Design data_cache_flat, sky130hd; sources not shown.
### Placement by cell class, run 1

The bar under the picture is 50 um long. Fill, decap, tap and diode cells in grey.
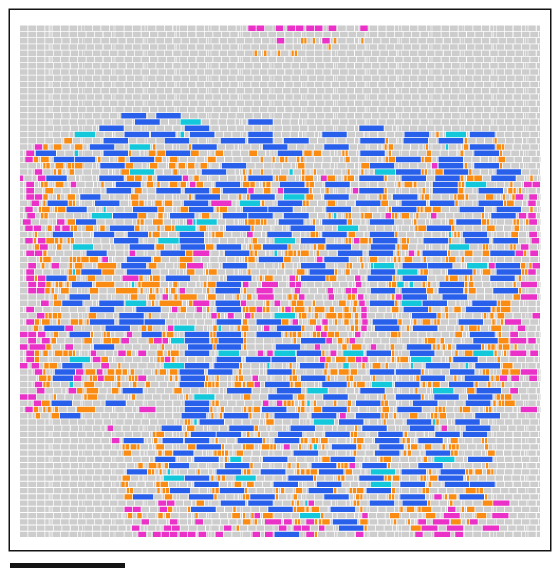
Blue stands for sequential cells, cells 342, share of their area 52%. Magenta stands for remaining buffers and delay cells, cells 247, share of their area 13%. Cyan stands for clock drivers and dummy loads, cells 70, share of their area 6.2%. Orange stands for remaining logic cells, cells 937, share of their area 29%.
final design utilization: 0.400
Cell Rows: 82

### Cell density map, run 1

The die is cut into 24 by 24 equal tiles; black is low, pale yellow is high, 0 to 100% covered.
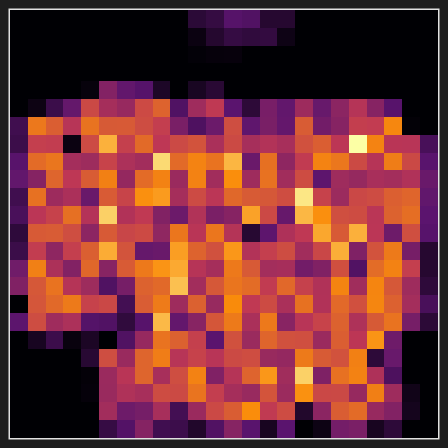
The mean over all tiles is 35%. The fullest tile reaches 100%. 25% of the tiles are nearly empty.
Std-Cell Core Area: 0.0506 mm2
starting density of the core: 0.316

### Register map, names as in the netlist, run 1

The bar under the picture is 50 um long.
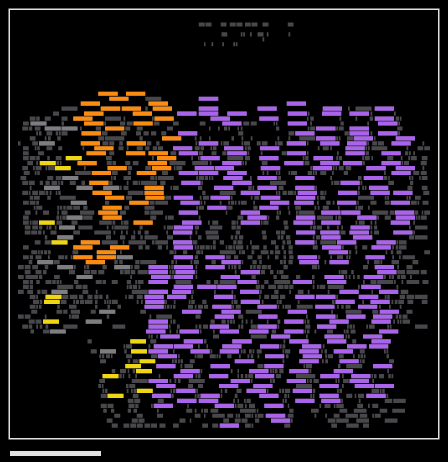
Yellow stands for u_core.r_wdata, sequential cells 16. Orange stands for u_core.u_array.r_tag, sequential cells 48. Purple stands for u_core.u_array.r_data, sequential cells 256.
power of the sequential group: 3.73 mW
footprint of the flip-flops and latches: 0.0101 mm2
sequential cell area share: 0.498

### Congestion heat map, run 1

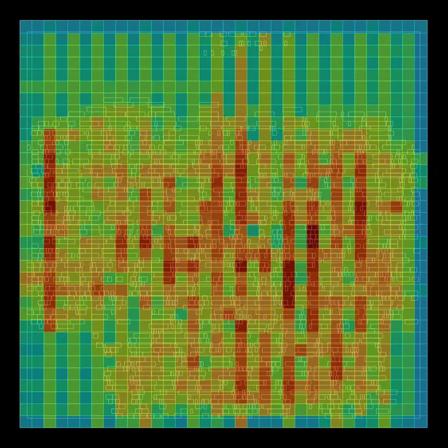
gr usage total: 0.185
grt met1 use: 0.248
met2 layer usage reported by global route: 0.288

==> impl.org <==
#+TITLE: Flow metrics

** Run status
- The run finished with clean final reports.

** CTS
- In this run, post-CTS hold repair placed 0 buffers.
- Number of buffers on the longest clock path :: 3
- Clock tree root buffer cell :: sky130_fd_sc_hd__clkbuf_16
- H-tree depth :: 2
- TritonCTS clock tree :: done
- In this run, CTS created clock tree buffers numbering 39.
- As reported, the later end of the worst-skew pair has a clock insertion delay of 0.54 ns.
- For this design, the sink count on the clock tree is 342.
- After clock tree synthesis, the clock-pin slew on the worst setup and hold paths is 0.06 ns.

** Power
- The share of total power dissipated in sequential elements is 0.322.
- The switching component of the power was reported as 5.07 mW.
- Total power per unit cell area :: 572 mW/mm2
- The power report attributes to the combinational group a share of 0.461.
- Worst vdd ir :: 0.000462 V
- The power report attributes to the clock group a share of 0.217.
- Net switching share of the total power :: 0.438
- Per the OpenROAD power report, leakage power amounts to 7.38 nW.
- The power report lists cell-internal power as 6.51 mW.

** Logic synthesis
- The synthesized design contains 304 enable-type register cells.
- Syn Area/Cell :: 11.6 um2
- Of the synthesized area, sequential elements account for 0.631.
- Synthesis inferred 342 register bits.
- Cell area after technology mapping :: 0.0160 mm2
- The number of different library cells used by synthesis comes to 50.
- Async set-or-reset flop fraction in the synthesized netlist :: 0.111
- The share of synthesized area in the top cell type comes to 0.571.
- Biggest area contributors in the synthesized netlist :: sky130_fd_sc_hd__edfxtp_1, sky130_fd_sc_hd__nand2_1, sky130_fd_sc_hd__dfrtp_1
- Number of nets produced by synthesis :: 1484
- The synthesized netlist was found by Yosys to have 1373 cells.
- Yosys printed 0 warnings.
- Per the synthesis report, the dominant area consumer among library cells is sky130_fd_sc_hd__edfxtp_1.
- The synthesized netlist has a Yosys-reported chip area of 0.0160 mm2.
- The synthesized netlist handed to floorplanning was reported with a cell count of 1373.
- The synthesis report names the predominant flop master as sky130_fd_sc_hd__edfxtp_1.

** Drt
- Via total after detailed routing :: 11500
- For this sky-water flow run, the detailed-routed wirelength per cell is reported as 22.8 um.
- The script logs the ratio of routed vias to standard cells as 5.06.
- The count of nets left with antenna violations once routing finished came out at 0.
- After detailed routing, the total wire length is 51.8 mm.
- First-pass iteration count of the detailed router :: 4
- Detailed Route Iter0 Violations :: 853
- In the routed design, unresolved DRC markers number 0.

** Global route
- The number of antenna violations at the first check in global routing came to 0.
- Pin count of the biggest net entering global routing :: 69
- Number of global-route vias before repair :: 11500
- The first global-routing pass estimated 75.7 mm of wire.
- For this run the aggregate overflow at the end of global routing stands at 0.

** Critical path
- FF-to-FF setup slack :: 1.26 ns
- Critical-path maximum fanout :: 16
- Data on the critical path arrives at its endpoint at 4.07 ns.
- STA classifies the critical path endpoint as an output pin.
- CP Launch Type :: input pin
- Data on the critical path is required at its endpoint by 4.32 ns.
- Type of the setup path with the least slack :: input pin to output pin
- Logic depth along the worst register-to-register path is recorded as 14.

** Timing
- Timing would allow up to 194 MHz.
- Worst relative slew slack :: 0.292
- Count of final setup violators :: 0
- Unrepaired setup endpoints after global routing :: false
- Across the routed clock network, the largest skew measured is 0.0217 ns.
- Post-layout period usage :: 0.954
- Final-layout worst hold slack :: 0.470 ns
- Min Tclk post-route :: 5.15 ns
- At the pin with the least slew margin, the transition time is 1.06 ns.
- Final hold violations :: 0
- Max-slew check failures listed in the final report amount to 0.

** Placement
- DP Area :: 0.0190 mm2
- Summed over all nets, the half-perimeter wirelength after detailed placement is 33.6 mm.
- Number of cells in the design after placement :: 2196
- Port buffering added 153 buffers.
- The final weighted congestion recorded by global placement is 0.792.

** Layout
- Share of post-route cells with drive strength above 1 :: 0.127
- According to the finish report, the design has a final net count of 1678.
- For the completed layout, the total cell area is recorded as 0.0203 mm2.
- Leaving out fill and tap cells, the most frequent cells in the layout are sky130_fd_sc_hd__nand2_1, sky130_fd_sc_hd__edfxtp_1, sky130_fd_sc_hd__clkdlybuf4s50_1.
- The finished layout holds 2269 standard cells, fillers aside.
- Flip-flop count of the largest register after layout :: 256
- Per the cell usage report, the commonest logic cell in the layout is sky130_fd_sc_hd__nand2_1.
- Synthesis-to-layout area growth :: 26.7%

** Die
- In this run the count of I/O pins placed on the die edge is 154.
- Per the OpenROAD floorplan log, the area of the die is 0.0553 mm2.
- The die is 235 um wide.
- Die y size :: 235 um

** Job
- Number of OpenROAD warnings :: 35
- The run reported a max-capacitance violation count of 0.

** Hold path
- Note that the worst hold path type here is flip-flop to flip-flop.
- The number of cells on the worst hold path is listed as 1.
run 1: power by group through the flow:
stage	sequential, mW	combinational [mW]	clock [mW]
after floorplan	3.51	3.32	0
after global placement	3.77	5.31	0
after detailed placement	3.77	5.33	0
after CTS	3.72	5.35	2.55
after global routing	3.74	5.72	2.66
final	3.73	5.34	2.51
run 1: layer usage:
layer  routed length [um]  GRT usage  vias up
met3                 2910     0.0349       69
met2                24200      0.288      337
met1                23200      0.248     5742
li1                     -          -     5344
met4                 1540     0.0571        0
met5                    0          -        -
run 1: critical path, stage by stage:
cell and delay (ns):
sky130_fd_sc_hd__clkdlybuf4s50_1 0.50, sky130_fd_sc_hd__mux2i_4 0.25, sky130_fd_sc_hd__buf_12 0.21, sky130_fd_sc_hd__mux4_2 0.51
sky130_fd_sc_hd__inv_1 0.06, sky130_fd_sc_hd__o221ai_1 0.21, sky130_fd_sc_hd__nand2b_1 0.29, sky130_fd_sc_hd__nor4_4 0.28
sky130_fd_sc_hd__buf_12 0.18, sky130_fd_sc_hd__nor3b_2 0.27, sky130_fd_sc_hd__buf_12 0.21
run 1: cell usage after synthesis (12+ instances only):
library cell,instances
sky130_fd_sc_hd__nand2_1,367
sky130_fd_sc_hd__edfxtp_1,304
sky130_fd_sc_hd__mux2i_1,95
sky130_fd_sc_hd__inv_1,80
sky130_fd_sc_hd__nand3_1,67
sky130_fd_sc_hd__a311oi_1,64
sky130_fd_sc_hd__clkbuf_1,62
sky130_fd_sc_hd__a21oi_1,49
sky130_fd_sc_hd__dfrtp_1,38
sky130_fd_sc_hd__and2_1,36
sky130_fd_sc_hd__a221o_1,32
sky130_fd_sc_hd__and3_1,32
sky130_fd_sc_hd__nor3b_1,18
sky130_fd_sc_hd__xnor2_1,17
sky130_fd_sc_hd__buf_1,12
run 1: area by class of cell:
class / count / area [um2]
Sequential cell: 342 / 10100
Inverter: 82 / 308
Fill cell: 4845 / 30300
Timing Repair Buffer: 247 / 2520
Clock inverter: 19 / 153
Multi-Input combinational cell: 855 / 5300
Antenna cell: 1 / 2.50
Clock buffer: 51 / 1050
Tap cell: 672 / 841
run 1: cells by family after synthesis:
family | count (synthesis) | synth area share
buffers and inverters | 176 | 0.0464
adders and majority gates | 10 | 0.00783
and+or+nand+nor | 557 | 0.156
xor gates and xnor gates | 17 | 0.00932
AOI/OAI and AO/OA | 170 | 0.0838
muxes | 101 | 0.0655
DFF | 342 | 0.631
run 1: stage by stage:
stage	util	TNS, ns	setup WS (ns)	power, mW
after floorplan	-	-3.29	-0.259	6.83
after global placement	0.376	0	0.212	9.08
after detailed placement	0.376	0	0.177	9.10
after CTS	0.400	0	0.0774	11.6
after global routing	0.400	0	0.0112	12.1
final	0.400	0	0.246	11.6
run 1: what timing repair did:
item | CTS | global route
resized | 0 | 1
endpoints found under the setup margin | 0 | 16
buffers inserted | 0 | 1
Power figures rest on the tool's default switching activity, not on a simulated workload.
